`src/rtl/writeback_pipe.sv`:
```
// Writeback stage: MEM/WB pipeline register, big-endian load extraction,
// result select, register-file/forwarding outputs, a syscall FIFO drained
// by a valid/ready console port, the sticky halt flag and a retire counter.
module writeback_pipe #(
    parameter int DATA_W   = 32,
    parameter int REG_AW   = 5,
    parameter int SC_DEPTH = 4
) (
    input  logic              clk,
    input  logic              reset,
    input  logic              stall_in,
    input  logic              flush_in,
    input  logic              valid_m,
    input  logic              reg_write_m,
    input  logic              mem_to_reg_m,
    input  logic [1:0]        ld_size_m,
    input  logic              ld_unsigned_m,
    input  logic [1:0]        addr_lo_m,
    input  logic [DATA_W-1:0] read_data_m,
    input  logic [DATA_W-1:0] alu_out_m,
    input  logic [REG_AW-1:0] write_reg_m,
    input  logic              syscall_m,
    input  logic [DATA_W-1:0] v0_m,
    input  logic [DATA_W-1:0] a0_m,
    output logic              stall_req,
    output logic              reg_write_w,
    output logic [REG_AW-1:0] write_reg_w,
    output logic [DATA_W-1:0] result_w,
    output logic              fwd_valid_w,
    output logic              sc_valid,
    input  logic              sc_ready,
    output logic [DATA_W-1:0] sc_code,
    output logic [DATA_W-1:0] sc_arg,
    output logic              halted,
    output logic [31:0]       retired
);

    localparam int PTR_W = (SC_DEPTH > 1) ? $clog2(SC_DEPTH) : 1;
    localparam logic [PTR_W:0] FULL_CNT = (PTR_W + 1)'(SC_DEPTH);
    localparam logic [DATA_W-1:0] EXIT_CODE = DATA_W'(10);

    // MEM/WB register fields
    logic              valid_w_q, valid_w_d;
    logic              reg_write_w_q, reg_write_w_d;
    logic              mem_to_reg_w_q, mem_to_reg_w_d;
    logic [1:0]        ld_size_w_q, ld_size_w_d;
    logic              ld_unsigned_w_q, ld_unsigned_w_d;
    logic [1:0]        addr_lo_w_q, addr_lo_w_d;
    logic [DATA_W-1:0] read_data_w_q, read_data_w_d;
    logic [DATA_W-1:0] alu_out_w_q, alu_out_w_d;
    logic [REG_AW-1:0] write_reg_w_q, write_reg_w_d;

    // Control / status state
    logic              halted_q, halted_d;
    logic [31:0]       retired_q, retired_d;

    // Syscall FIFO state
    logic [DATA_W-1:0] code_mem [SC_DEPTH];
    logic [DATA_W-1:0] arg_mem  [SC_DEPTH];
    logic [PTR_W-1:0]  wr_ptr_q, wr_ptr_d;
    logic [PTR_W-1:0]  rd_ptr_q, rd_ptr_d;
    logic [PTR_W:0]    sc_count_q, sc_count_d;

    logic fifo_full;
    logic accept;
    logic enq;
    logic deq;

    // A syscall that finds the FIFO full must hold the whole pipe until space frees up
    always_comb begin
        fifo_full = (sc_count_q == FULL_CNT);
        stall_req = valid_m & syscall_m & fifo_full;
        accept    = ~stall_in & ~stall_req & ~halted_q;
        sc_valid  = (sc_count_q != '0);
        enq       = accept & valid_m & syscall_m & ~flush_in;
        deq       = sc_valid & sc_ready;
    end

    // Next-state for the pipeline register, halt flag, retire counter and FIFO pointers
    always_comb begin
        valid_w_d       = valid_w_q;
        reg_write_w_d   = reg_write_w_q;
        mem_to_reg_w_d  = mem_to_reg_w_q;
        ld_size_w_d     = ld_size_w_q;
        ld_unsigned_w_d = ld_unsigned_w_q;
        addr_lo_w_d     = addr_lo_w_q;
        read_data_w_d   = read_data_w_q;
        alu_out_w_d     = alu_out_w_q;
        write_reg_w_d   = write_reg_w_q;
        halted_d        = halted_q;
        retired_d       = retired_q;
        wr_ptr_d        = wr_ptr_q;
        rd_ptr_d        = rd_ptr_q;
        sc_count_d      = sc_count_q;

        if (flush_in || halted_q) begin
            valid_w_d       = 1'b0;
            reg_write_w_d   = 1'b0;
            mem_to_reg_w_d  = 1'b0;
            ld_size_w_d     = 2'b00;
            ld_unsigned_w_d = 1'b0;
            addr_lo_w_d     = 2'b00;
            read_data_w_d   = '0;
            alu_out_w_d     = '0;
            write_reg_w_d   = '0;
        end else if (!(stall_in || stall_req)) begin
            valid_w_d       = valid_m;
            reg_write_w_d   = reg_write_m;
            mem_to_reg_w_d  = mem_to_reg_m;
            ld_size_w_d     = ld_size_m;
            ld_unsigned_w_d = ld_unsigned_m;
            addr_lo_w_d     = addr_lo_m;
            read_data_w_d   = read_data_m;
            alu_out_w_d     = alu_out_m;
            write_reg_w_d   = write_reg_m;
        end

        if (enq && (v0_m == EXIT_CODE)) begin
            halted_d = 1'b1;
        end

        if (valid_w_q && !stall_in && !stall_req && !halted_q) begin
            retired_d = retired_q + 32'd1;
        end

        if (enq) begin
            wr_ptr_d = wr_ptr_q + PTR_W'(1);
        end
        if (deq) begin
            rd_ptr_d = rd_ptr_q + PTR_W'(1);
        end
        case ({enq, deq})
            2'b10:   sc_count_d = sc_count_q + (PTR_W + 1)'(1);
            2'b01:   sc_count_d = sc_count_q - (PTR_W + 1)'(1);
            default: sc_count_d = sc_count_q;
        endcase
    end

    // State registers with synchronous reset; reset drops the in-flight instruction and FIFO
    always_ff @(posedge clk) begin
        if (reset) begin
            valid_w_q       <= 1'b0;
            reg_write_w_q   <= 1'b0;
            mem_to_reg_w_q  <= 1'b0;
            ld_size_w_q     <= 2'b00;
            ld_unsigned_w_q <= 1'b0;
            addr_lo_w_q     <= 2'b00;
            read_data_w_q   <= '0;
            alu_out_w_q     <= '0;
            write_reg_w_q   <= '0;
            halted_q        <= 1'b0;
            retired_q       <= 32'd0;
            wr_ptr_q        <= '0;
            rd_ptr_q        <= '0;
            sc_count_q      <= '0;
        end else begin
            valid_w_q       <= valid_w_d;
            reg_write_w_q   <= reg_write_w_d;
            mem_to_reg_w_q  <= mem_to_reg_w_d;
            ld_size_w_q     <= ld_size_w_d;
            ld_unsigned_w_q <= ld_unsigned_w_d;
            addr_lo_w_q     <= addr_lo_w_d;
            read_data_w_q   <= read_data_w_d;
            alu_out_w_q     <= alu_out_w_d;
            write_reg_w_q   <= write_reg_w_d;
            halted_q        <= halted_d;
            retired_q       <= retired_d;
            wr_ptr_q        <= wr_ptr_d;
            rd_ptr_q        <= rd_ptr_d;
            sc_count_q      <= sc_count_d;
        end
    end

    // FIFO storage needs no reset: the count alone decides what is visible
    always_ff @(posedge clk) begin
        if (enq) begin
            code_mem[wr_ptr_q] <= v0_m;
            arg_mem[wr_ptr_q]  <= a0_m;
        end
    end

    logic [7:0]        ld_byte;
    logic [15:0]       ld_half;
    logic [DATA_W-1:0] ld_value;
    int                byte_sh;

    // Big-endian sub-word extraction and the final result select
    always_comb begin
        byte_sh = 0;
        if (8 * (int'(addr_lo_w_q) + 1) <= DATA_W) begin
            byte_sh = DATA_W - 8 - 8 * int'(addr_lo_w_q);
        end
        ld_byte = 8'(read_data_w_q >> byte_sh);
        ld_half = addr_lo_w_q[1] ? read_data_w_q[15:0] : read_data_w_q[DATA_W-1 -: 16];
        case (ld_size_w_q)
            2'b01:   ld_value = {{(DATA_W - 16){~ld_unsigned_w_q & ld_half[15]}}, ld_half};
            2'b10:   ld_value = {{(DATA_W - 8){~ld_unsigned_w_q & ld_byte[7]}}, ld_byte};
            default: ld_value = read_data_w_q;
        endcase
        result_w = mem_to_reg_w_q ? ld_value : alu_out_w_q;
    end

    // Register-file, forwarding and console outputs; an empty FIFO shows zeros
    always_comb begin
        reg_write_w = valid_w_q & reg_write_w_q & (write_reg_w_q != '0);
        fwd_valid_w = reg_write_w;
        write_reg_w = write_reg_w_q;
        halted      = halted_q;
        retired     = retired_q;
        sc_code     = sc_valid ? code_mem[rd_ptr_q] : '0;
        sc_arg      = sc_valid ? arg_mem[rd_ptr_q] : '0;
    end

endmodule

```
`config.mk`:
```
export PLATFORM = sky130hd
export DESIGN_NAME = writeback_pipe
export DESIGN_NICKNAME = d
export VERILOG_FILES = /design/src/rtl/writeback_pipe.sv
export SDC_FILE = /design/constraint.sdc
export NUM_CORES = 1
export LEC_CHECK = 0
export CORE_ASPECT_RATIO = 1.4
export CORE_MARGIN = 3
export CORE_UTILIZATION = 50
export DETAILED_ROUTE_END_ITERATION = 6
export DONT_BUFFER_PORTS = 1
export PLACE_DENSITY = 0.67
export RECOVER_POWER = 50
export REMOVE_ABC_BUFFERS = 1
export SLEW_MARGIN = 15
export SYNTH_ARGS = -nofsm -noshare
export SYNTH_HDL_FRONTEND = slang
export SYNTH_SLANG_ARGS = --single-unit
```
`constraint.sdc`:
```
create_clock -name clk -period 5.04 [get_ports clk]
set_clock_uncertainty 0.15 [all_clocks]
set_input_delay 1.26 -clock clk [delete_from_list [all_inputs] [get_ports clk]]
set_output_delay 1.26 -clock clk [all_outputs]
set_load 0.005 [all_outputs]
```
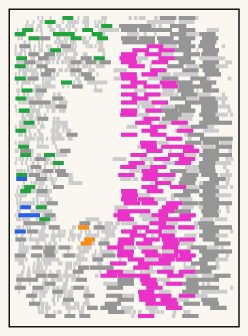
Figure 1: sequential cells coloured by netlist name.
Other sequential cells in the stronger grey, the rest of the logic in the fainter grey.
| signal | colour | flops |
|---|---|---|
| alu_out_w_q | green | 32 |
| write_reg_w | blue | 5 |
| code_mem | magenta | 128 |
| sc_count_q | orange | 3 |
not coloured: 207
Seq. pwr: 3.36 mW
sequential share of cell area: 0.5989
end-of-flow core utilization: 0.5586

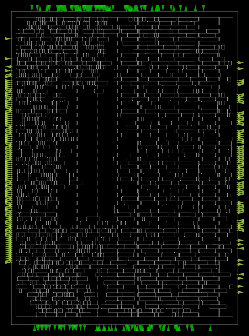
Figure 2: placement view.
TAP cells: 385
layout filler cell count: 2,437
flop count: 375
Post-Layout Cell Count: 1,562

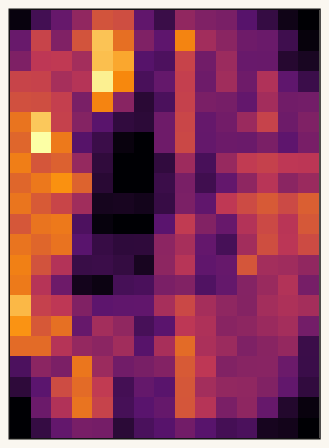
Figure 3: wire density map.
15 x 21 tiles, from black (low) to pale yellow (high), scaled to the fullest tile. Values are wire area over tile area, all layers added.
nearly empty tiles: 3.8%
mean over tiles: 0.17
emptiest ninth of the die: middle
densest ninth of the die: top left
average wire length per cell after detail routing: 21.11 µm
GRT Util Overall: 0.1935

==> impl_metrics.ini <==
; synthesis and place-and-route metrics
[drt]
ant_nets = 0
detail_route.iter0.violations = 502
wl_met3_mm = 2.666
route.top_layer_used = met4
route.detailed.drc = 0

[final_layout]
inverters_excl_clock = 15
clockNetworkAreaShare = 0.06521
nonClkBufAreaFrac = 0.009071
nMultiInputCombCells = 712
multiInputGateArea_um2 = 4961
number_of_diodes = 0
largest_cell_class = sequential cells

[power]
internal_power_mw = 4.917
p_per_area_nw_per_um2 = 371.2
power.share.sequential = 0.537
max-vdd-ir-drop_mv = 0.2520
p_leak_nw = 5.400
clkPwrFrac = 0.403

[timing]
max_slew_margin = -0.3436
final_hold_viol_count = 0
rsz_0062_raised_after_global_routing = no
slew_viol_final = 162
tightest_slew_ps = 1965
post-route-period-util = 0.8635
finalSetupTns_ps = 0
max_clock_freq_mhz = 229.8
timing.final.setup_violations = 0

[clock_tree]
clk_tree_root_cell = clkbuf_16
ctsLongestPathBuffers = 3
postCtsHoldBufs = 0
clock_tree.htree_level_count = 2
cts_sink_cnt = 375

[run]
max-cap-violations = 3
warning_count = 29

[worst_setup_path]
slowest_stage_cell_on_the_critical_path = nand4_1
timing.critical_path.required_ps = 3630
worst_path_dominant_cell_family = simple AND/OR/NAND/NOR gates
worstPathArrival_ps = 2940
timing.critical_path.slowest_cell_delay_ps = 720
timing.setup.critical_path_class = reg -> out
path_buffers = 1

[grt]
globalRouteMet2Util = 0.3252
globalRoute.totalOverflow = 0
global_route_met1_utilization = 0.2412
grt_pass1_vias = 9069
antenna_found_initial = 0
grt_max_degree = 88

[synthesis]
yosysWarningCount = 0
synth_xor_xnor_area_share = 0.01424
yosys.area_share.aoi = 0.05826
yosys-top-cells-count = edfxtp_1 (256), nand2_1 (228), dfxtp_1 (119)
ys_seq_share = 0.6548
synthMuxAreaShare = 0.1082
count_of_library_flops_with_an_enable_pin = 256
post_synth_num_cell_types = 45
simple_gate_share_of_the_synthesized_area = 0.1338
numSynthFlops = 375
yosys-stat-area_um2 = 15380

[outcome]
status = complete, but fails checks
failed_checks = max-capacitance violations, max-slew violations

[floorplanning]
boundaryPins = 285
core_region_area_um2 = 30120
overall_chip_area_um2 = 32920

[place]
placement.io_buffers = 0
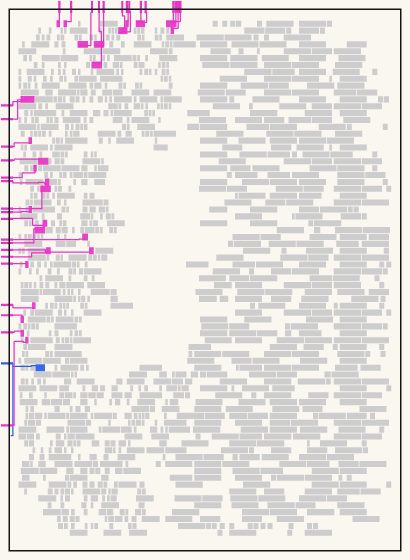
Figure 4: nets reached from selected ports.
| port | colour | bits | direction | end cells | buffers | wire |
|---|---|---|---|---|---|---|
| reg_write_w | blue | 1 | output | 1 | 0 | 39.5 µm |
| result_w | magenta | 32 | output | 32 | 0 | 414 µm |

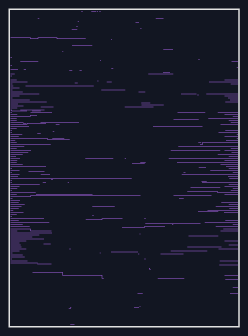
Figure 5: metal 3.
longest straight run: 81.7 µm
nets with wire on the layer: 204
main direction: horizontal
wire length on this layer: 2,670 µm
share of all routed wire: 8.1%
total number of vias: 9,023
Total Wirelength: 32.98 mm
met3 track demand over resource: 0.05673

[worst paths after layout]
kind | start | end | slack [ps] | depth (start not counted)
max reg2reg | sc_count_q[1] | code_mem[2][10] | 1400 | 5
min | alu_out_w_q[9] | alu_out_w_q[9] | 300 | 2
max | addr_lo_w_q[1] | result_w[24] | 690 | 6
min reg2reg | alu_out_w_q[9] | alu_out_w_q[9] | 300 | 2
[cells in the final DEF (no fill, tap or decap), drive strengths merged, types with 2 or more instances in the layout]
| master | netlist | layout |
|---|---|---|
| mux4 | 65 | 65 |
| nand2 | 228 | 228 |
| o31ai | 4 | 4 |
| nand4 | 11 | 11 |
| and4 | 4 | 4 |
| a21oi | 100 | 100 |
| mux2 | 16 | 16 |
| nand3b | 8 | 8 |
| nand4b | 2 | 2 |
| dfxtp | 119 | 119 |
| xnor2 | 17 | 17 |
| mux2i | 2 | 2 |
| nand3 | 9 | 9 |
| or3 | 13 | 13 |
| nand2b | 8 | 8 |
| inv | 15 | 15 |
| clkinv | 0 | 19 |
| and2 | 71 | 71 |
| o21ai | 49 | 49 |
| nor4 | 19 | 19 |
| or4 | 3 | 3 |
| nor2 | 41 | 41 |
| edfxtp | 256 | 256 |
| buf | 21 | 13 |
| ha | 8 | 8 |
| a2bb2oi | 7 | 7 |
| nor4bb | 2 | 2 |
| clkbuf | 53 | 42 |
| o22ai | 2 | 2 |
| and3 | 5 | 5 |
| xor2 | 8 | 8 |
[power by group through the flow]
stage | sequential, mW | clock, mW | combinational [mW]
6_report | 3.36 | 2.52 | 0.374
2_1_floorplan | 3.43 | 0 | 0.275
3_3_place_gp | 3.42 | 0 | 0.377
5_1_grt | 3.36 | 2.71 | 0.415
3_5_place_dp | 3.42 | 0 | 0.383
4_1_cts | 3.36 | 2.59 | 0.384
Power is estimated from default activity; no workload was simulated.
